--- config.mk ---
export PLATFORM = sky130hd
export DESIGN_NAME = kv_mem_port_arbiter
export DESIGN_NICKNAME = d
export VERILOG_FILES = /design/src/rtl/kv_mem_port_arbiter.sv
export SDC_FILE = /design/constraint.sdc
export NUM_CORES = 1
export LEC_CHECK = 0
export ABC_AREA = 1
export CORE_AREA = 2 2 156 158
export CTS_CLUSTER_DIAMETER = 120
export CTS_CLUSTER_SIZE = 20
export DETAILED_ROUTE_END_ITERATION = 7
export DIE_AREA = 0 0 158 160
export PLACE_DENSITY = 0.67
export SLEW_MARGIN = 30
export SYNTH_ARGS = -nofsm -noshare
export SYNTH_HDL_FRONTEND = slang
export SYNTH_SLANG_ARGS = --single-unit
--- constraint.sdc ---
create_clock -name i_clk -period 1.6 [get_ports i_clk]
set_input_delay 0.32 -clock i_clk [delete_from_list [all_inputs] [get_ports i_clk]]
set_output_delay 0.32 -clock i_clk [all_outputs]
set_load 0.005 [all_outputs]
--- src/rtl/kv_mem_port_arbiter.sv ---
// kv_mem_port_arbiter
// Shares one single-outstanding memory port between DATA_NUM requesters.
// A winner is picked from the request valids, its request is latched and
// driven to memory, and the memory response is steered back to that owner.
// Build option: define KV_ARB_ROUND_ROBIN_EN for a rotating-priority search
// starting at a pointer that moves past each winner; leave it undefined for
// fixed priority (lowest index wins, no pointer register).
module kv_mem_port_arbiter #(
  parameter int DATA_NUM   = 4,
  parameter int ADDR_WIDTH = 32,
  parameter int DATA_WIDTH = 32
) (
  input  logic                  i_clk,
  input  logic                  i_rst_n,
  input  logic [DATA_NUM-1:0]   i_req_valid,
  input  logic [ADDR_WIDTH-1:0] i_req_addr  [DATA_NUM-1:0],
  input  logic [DATA_WIDTH-1:0] i_req_wdata [DATA_NUM-1:0],
  input  logic [DATA_NUM-1:0]   i_req_we,
  output logic [DATA_NUM-1:0]   o_req_ready,
  output logic                  o_mem_valid,
  output logic [ADDR_WIDTH-1:0] o_mem_addr,
  output logic [DATA_WIDTH-1:0] o_mem_wdata,
  output logic                  o_mem_we,
  input  logic                  i_mem_ready,
  input  logic                  i_mem_rvalid,
  input  logic [DATA_WIDTH-1:0] i_mem_rdata,
  output logic [DATA_NUM-1:0]   o_rsp_valid,
  output logic [DATA_WIDTH-1:0] o_rsp_data
);

  localparam int IDX_W = (DATA_NUM > 1) ? $clog2(DATA_NUM) : 1;

  typedef enum logic [1:0] {
    ST_IDLE = 2'd0,
    ST_REQ  = 2'd1,
    ST_WAIT = 2'd2
  } state_t;

  state_t                state_q;
  logic [IDX_W-1:0]      owner_q;
  logic                  mem_valid_q;
  logic [ADDR_WIDTH-1:0] mem_addr_q;
  logic [DATA_WIDTH-1:0] mem_wdata_q;
  logic                  mem_we_q;
  logic [DATA_NUM-1:0]   rsp_valid_q;
  logic [DATA_WIDTH-1:0] rsp_data_q;

  logic                  grant_found;
  logic [IDX_W-1:0]      grant_idx;

`ifdef KV_ARB_ROUND_ROBIN_EN
  logic [IDX_W-1:0]      rr_ptr_q;
  logic [IDX_W-1:0]      rr_ptr_d;
  logic [IDX_W:0]        cand;

  // Rotating search: scan DATA_NUM candidates starting at the pointer, wrapping
  always_comb begin
    grant_found = 1'b0;
    grant_idx   = '0;
    cand        = '0;
    for (int k = 0; k < DATA_NUM; k++) begin
      cand = {1'b0, rr_ptr_q} + (IDX_W+1)'(k);
      if (cand >= (IDX_W+1)'(DATA_NUM)) begin
        cand = cand - (IDX_W+1)'(DATA_NUM);
      end
      if (!grant_found && i_req_valid[cand[IDX_W-1:0]]) begin
        grant_found = 1'b1;
        grant_idx   = cand[IDX_W-1:0];
      end
    end
  end

  // Pointer moves to the requester just after the winner, wrapping at the top
  always_comb begin
    if (grant_idx == (IDX_W)'(DATA_NUM - 1)) begin
      rr_ptr_d = '0;
    end else begin
      rr_ptr_d = grant_idx + 1'b1;
    end
  end

  // Pointer only advances when a grant is actually issued from IDLE
  always_ff @(posedge i_clk) begin
    if (!i_rst_n) begin
      rr_ptr_q <= '0;
    end else if (state_q == ST_IDLE && grant_found) begin
      rr_ptr_q <= rr_ptr_d;
    end
  end
`else
  // Fixed priority: the lowest-indexed valid requester wins
  always_comb begin
    grant_found = 1'b0;
    grant_idx   = '0;
    for (int k = 0; k < DATA_NUM; k++) begin
      if (!grant_found && i_req_valid[k]) begin
        grant_found = 1'b1;
        grant_idx   = (IDX_W)'(k);
      end
    end
  end
`endif

  // Accept is offered only while idle, one-hot to the current winner
  always_comb begin
    o_req_ready = '0;
    if (state_q == ST_IDLE && grant_found) begin
      o_req_ready[grant_idx] = 1'b1;
    end
  end

  // Transaction FSM: latch winner, present to memory, route the response back
  always_ff @(posedge i_clk) begin
    if (!i_rst_n) begin
      state_q     <= ST_IDLE;
      owner_q     <= '0;
      mem_valid_q <= 1'b0;
      mem_addr_q  <= '0;
      mem_wdata_q <= '0;
      mem_we_q    <= 1'b0;
      rsp_valid_q <= '0;
      rsp_data_q  <= '0;
    end else begin
      rsp_valid_q <= '0;
      case (state_q)
        ST_IDLE: begin
          if (grant_found) begin
            owner_q     <= grant_idx;
            mem_addr_q  <= i_req_addr[grant_idx];
            mem_wdata_q <= i_req_wdata[grant_idx];
            mem_we_q    <= i_req_we[grant_idx];
            mem_valid_q <= 1'b1;
            state_q     <= ST_REQ;
          end
        end
        ST_REQ: begin
          if (i_mem_ready) begin
            mem_valid_q <= 1'b0;
            state_q     <= ST_WAIT;
          end
        end
        ST_WAIT: begin
          if (i_mem_rvalid) begin
            rsp_valid_q[owner_q] <= 1'b1;
            rsp_data_q           <= mem_we_q ? '0 : i_mem_rdata;
            state_q              <= ST_IDLE;
          end
        end
        default: begin
          mem_valid_q <= 1'b0;
          state_q     <= ST_IDLE;
        end
      endcase
    end
  end

  assign o_mem_valid = mem_valid_q;
  assign o_mem_addr  = mem_addr_q;
  assign o_mem_wdata = mem_wdata_q;
  assign o_mem_we    = mem_we_q;
  assign o_rsp_valid = rsp_valid_q;
  assign o_rsp_data  = rsp_data_q;

endmodule
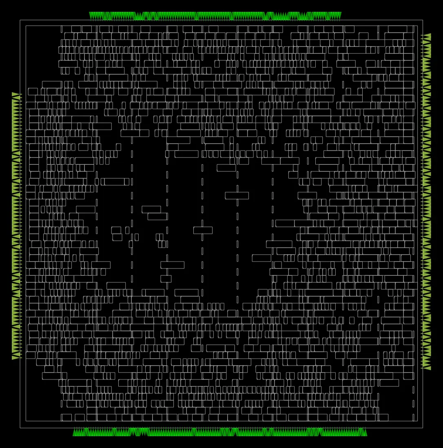
*Cell placement, run 1*
Site Rows: 57
final design utilization: 52.58%
# fillers: 2455

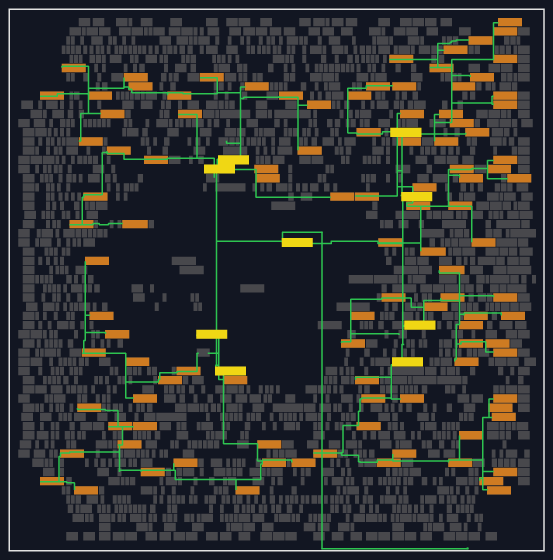
*Clock distribution, run 1*
[yellow] cells driving clock nets | count: 9
[green] clock wires | length: 1620 um
[orange] flip-flops | count: 106
routed clock nets: 10
flops lie: spread over the die
worst clock skew: 0.01066 ns
clock group share of total power: 25.7%

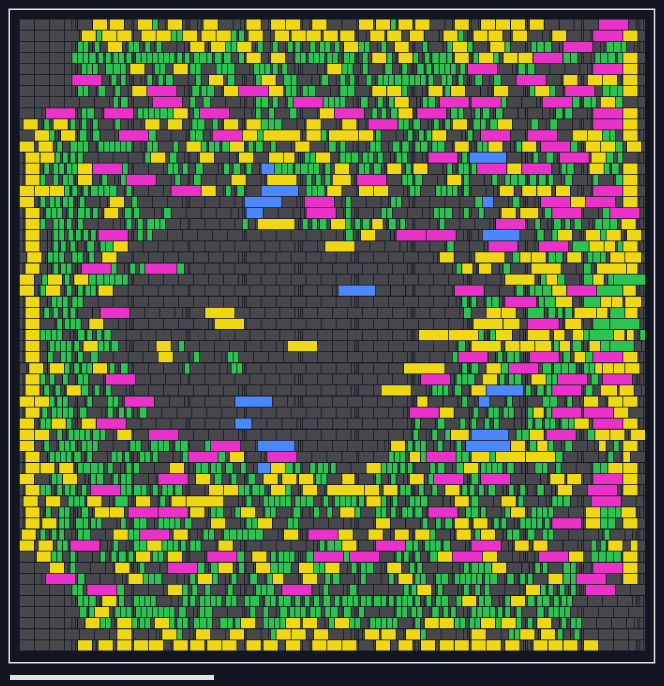
*Placed cells, one colour a class, run 1*
Scale bar: 50 um. Fill, decap, tap and diode cells in grey.
| colour | class | cells |
|---|---|---|
| blue | clock drivers and dummy loads | 16 |
| magenta | flops | 106 |
| green | all other logic | 1180 |
| yellow | other buffers and delay cells | 459 |
Design Area, Final: 0.01253 mm2
Placeable Area: 0.02382 mm2
sequential share of cell area: 16.97%

==> run 1: repair_timing <==
item,CTS,global route
gates resized,40,25
cloned,0,4
pin swaps,5,4
endpoints found under the setup margin,72,64
buffers inserted,7,0
==> run 1: logic make-up (layout without fill, tap and decap cells) <==
kind of cell           after synthesis  after routing
DFF                                106            106
buffers and inverters              361            745
AOI/OAI and AO/OA                  170            170
and+or+nand+nor                    740            740
==> run 1: per-stage QoR <==
step / area, um2 / cells
after detailed placement: 11950 / 2059
final: 12530 / 2085
after CTS: 12340 / 2081
after floorplan: 7368 / 1377
after global placement: 11950 / 2059
after global routing: 12530 / 2085
==> out/metrics.cfg, run 1 <==
[cells_and_area]
flops = 106
mostFrequentLayoutCells = nand2_1, clkdlybuf4s50_1, inv_1
clock_area_share_pct = 2.477
syn_to_final_growth_pct = 70.00
lay_top_count = nand2_1
seqCellArea_mm2 = 0.002126
layout.area.comb_mm2 = 0.003886
largestClassByArea = non-clock buffers
inverters = 270
logic_gates = 910
layout.nets = 2056
buffers = 459
layout-drive-gt1-share_pct = 5.622
nonClkBufAreaFrac_pct = 38.18

[global_route]
grt_max_degree = 64
antenna_found_initial = 1
busiest_layer = met2
first_global_vias = 8419
use_met2_pct = 37.51
gr-usage-met1_pct = 27.89
grt_pass1_wl_um = 44610
grtUsageMet3_pct = 4.613

[setup_path]
r2r_end = o_mem_wdata[7]
cp_max_fo = 4
r2r_cells = 9
path_cells = nor2_4 > nand2_4 > buf_6 > buf_6 > nor2_2 > buf_2
cpMostUsedCell = buf_6
max_stage_delay_ns = 0.34
start_kind = register
critPathKind = reg2out
cp-endpoint = o_req_ready[1]
crit-reg2reg-launch = state_q[1]
critPathRequiredTime_ns = 1.28
arrival_ns = 1.36
slowest_stage = dfxtp_2
r2r_slack_ns = 0.01
crit_family = buffers and inverters
crit_start = state_q[1]
end_kind = primary output

[power_and_ir_drop]
total_power_uw = 9310
ir_drop_mv = 0.6520
seq_power_uw = 3160
power_density_mw_per_mm2 = 743.3
p_leak_uw = 0.006591
power_leader = combinational cells
powerComb_uw = 3750
power_switching_uw = 3046
pg_clk_uw = 2390

[yosys]
netlist_area_mm2 = 0.007368
mux_share_pct = 0
simple_gate_share_pct = 39.90
ys_sh_xor_pct = 0
synth_cell_types = 22
syn_inst = 1377
synth_flops = 106
yosys_warnings = 0
yosys_cells = 1377
ff_type = dfxtp_1
fp_nets = 1677
top_cells_by_count = nand2_1, inv_1, nor2_1
yosysTopAreaCell = dfxtp_1
synth-async-reset-ratio_pct = 0
ys_sh_aoi_pct = 11.60
seq_area_frac_synth_pct = 28.80
top_area_share_pct = 28.80
top_logic_kind = simple AND/OR/NAND/NOR gates
yosys-stat-area_mm2 = 0.007368
top_cell = nand2_1

[timing]
relSlewSlack_pct = 72.18
setup_ws_ns = -0.07710
slew_viol_final = 0
worst_pin_slew_ns = 0.4174
min_period_over_period_pct = 104.8
rsz0062_at_grt = yes
tns_ns = -0.09863
finalSetupViolCount = 2
hold_viol = 0

[status]
violations = negative setup slack
status = finished with violations

[hold_path]
min_path_cells = 3
min_from = i_rst_n
hold_end = o_mem_wdata[21]
min_path_type = in2reg

[placed_design]
gp_congestion = 0.8749

[clocking]
cts_sinks = 106
cts_tree = built
clockBufferDepth = 2
hold_buffers = 0
path_clk_slew_ns = 0.08
cts_htree_levels = 3

[run]
tool_warnings = 28
max-cap-violations = 0

[routing]
routed-wl-met3_um = 2197
remaining_drc_errors = 0
drt-vias-per-instance = 4.459
wire_per_inst_um = 14.46
ant_nets = 0
vias = 9297
routed.top_layer = met5
met1Wirelength_um = 12880
dr_wl_met2_um = 14100
drtPass1Iterations = 6

[die]
die_h_um = 160
die_w_um = 158
pin_count = 406
die-area_mm2 = 0.02528
taps = 324
initCoreUtil_pct = 30.93

==> run 1 -> run 2 <==
--- a/config.mk
+++ b/config.mk
@@ -11,7 +11,7 @@
 export CTS_CLUSTER_SIZE = 20
 export DETAILED_ROUTE_END_ITERATION = 7
 export DIE_AREA = 0 0 158 160
-export PLACE_DENSITY = 0.67
+export PLACE_DENSITY = 0.7
 export SLEW_MARGIN = 30
 export SYNTH_ARGS = -nofsm -noshare
 export SYNTH_HDL_FRONTEND = slang
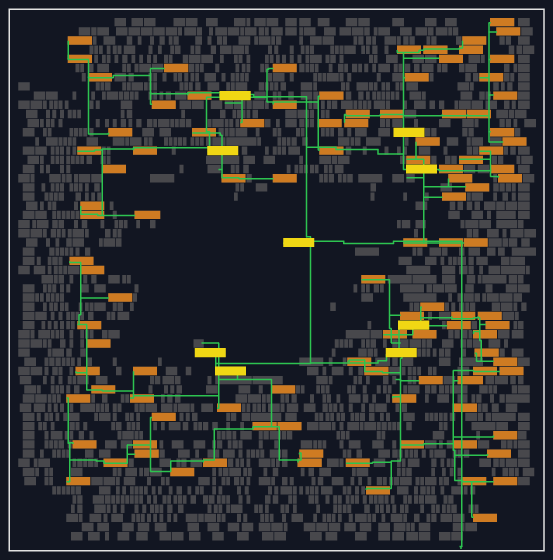
*Clock distribution, run 2*
[yellow] cells driving clock nets | count: 9
[orange] flip-flops | count: 106
[green] clock wires | length: 1580 um
flops lie: spread over the die

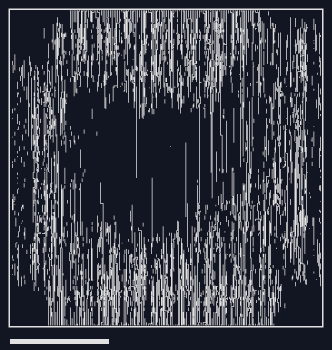
*Metal 2, run 2*
Scale bar: 50 um.
nets with wire on the layer: 1472
main direction: vertical
longest straight run: 52.7 um
share of all routed wire: 48%

==> out/metrics.cfg, run 2 <==
[status]
status = completed

[setup_path]
crit_family = flip-flops
end_kind = primary output
slowest_stage = dfxtp_2
max_stage_delay_ns = 0.34  ; about the same
start_kind = register

[hold_path]
min_path_type = in2reg

[cells_and_area]
layout.area.comb_mm2 = 0.003852  ; -0.87%
buffers = 452  ; -1.5%
lay_top_count = nand2_1
flops = 106  ; unchanged
syn_to_final_growth_pct = 68.25
layout.nets = 2049  ; -0.34%
postLayoutCellArea_mm2 = 0.01240  ; -1.0%
nonClkBufAreaFrac_pct = 37.84  ; -0.34 points
mostFrequentLayoutCells = nand2_1, clkdlybuf4s50_1, inv_1
inverters = 270  ; unchanged
logic_gates = 910  ; unchanged
largestClassByArea = non-clock buffers
layout-drive-gt1-share_pct = 4.846  ; -0.78 points

[global_route]
grt_pass1_wl_um = 43290  ; -3.0%
grtUsageMet3_pct = 5.129  ; +0.52 points
use_met2_pct = 37.53  ; about the same
antenna_found_initial = 1  ; unchanged
busiest_layer = met2

[die]
die-area_mm2 = 0.02528  ; unchanged
taps = 324  ; unchanged
initCoreUtil_pct = 30.93  ; unchanged
die_w_um = 158  ; unchanged
pin_count = 406  ; unchanged
core-area_mm2 = 0.02382  ; unchanged
die_h_um = 160  ; unchanged

[routing]
vias = 9218  ; -0.85%
ant_nets = 0  ; unchanged
remaining_drc_errors = 0  ; unchanged
routed-wl-met3_um = 2157  ; -1.8%
dr_wl_met2_um = 14130  ; +0.25%

[power_and_ir_drop]
p_leak_uw = 0.006520  ; -1.1%
power_density_mw_per_mm2 = 742.2  ; -0.14%

[yosys]
synth-async-reset-ratio_pct = 0  ; unchanged
seq_area_frac_synth_pct = 28.80  ; unchanged
yosys_cells = 1377  ; unchanged
synth_cell_types = 22  ; unchanged
yosys-stat-area_mm2 = 0.007368  ; unchanged
fp_nets = 1677  ; unchanged
netlist_area_mm2 = 0.007368  ; unchanged
yosysTopAreaCell = dfxtp_1
top_area_share_pct = 28.80  ; unchanged
top_cell = nand2_1
mux_share_pct = 0  ; unchanged
syn_inst = 1377  ; unchanged
ff_type = dfxtp_1

[clocking]
cts_htree_levels = 3  ; unchanged
path_clk_slew_ns = 0.08  ; about the same
cts_tree = built
clockBufferDepth = 2  ; unchanged
hold_buffers = 0  ; unchanged

[run]
max-cap-violations = 0  ; unchanged

[timing]
setup_ws_ns = 0.02397  ; +0.1011 ns
fin_skew_ns = 0.01559  ; +0.004930 ns
min_period_over_period_pct = 98.50  ; -6.3 points
tns_ns = 0  ; +0.09863 ns
hold_viol = 0  ; unchanged

[placed_design]
place_area_mm2 = 0.01191  ; -0.30%

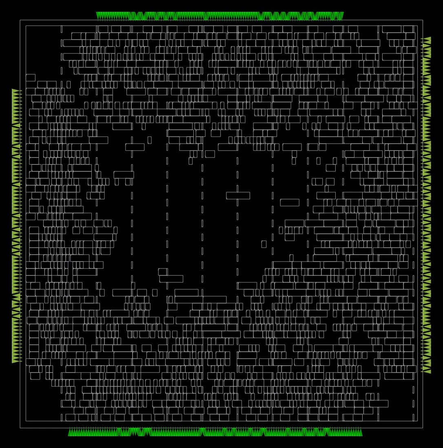
*Cell placement, run 2*
# fillers: 2448
final design utilization: 52.04%
fin cells: 2079
sequential share of cell area: 17.14%

## run 2: final timing paths
path / start / to / slack, ns / depth (start not counted)
worst max-delay path: state_q[0] / o_req_ready[1] / 0.02 / 5
worst min-delay path: i_rst_n / o_mem_wdata[14] / 0.44 / 4
worst max register to register: state_q[0] / o_mem_wdata[19] / 0.05 / 9
worst min register to register: owner_q[0] / o_rsp_valid[2] / 0.45 / 1
## run 2: what timing repair did
action                     4_1_cts  5_1_grt
resized                         32       20
setup endpoints to repair       72       64
pin swaps                        4        2
cloned                           0        5
setup buffers                    3        0
## run 2: power breakdown
part	switching [uW]	total (uW)	leakage, uW	internal, uW
clock	1100	2340	0.000141	1240
combinational	1720	3700	0.00550	1990
sequential	170	3160	0.000874	2990
Power figures rest on the tool's default switching activity, not on a simulated workload.
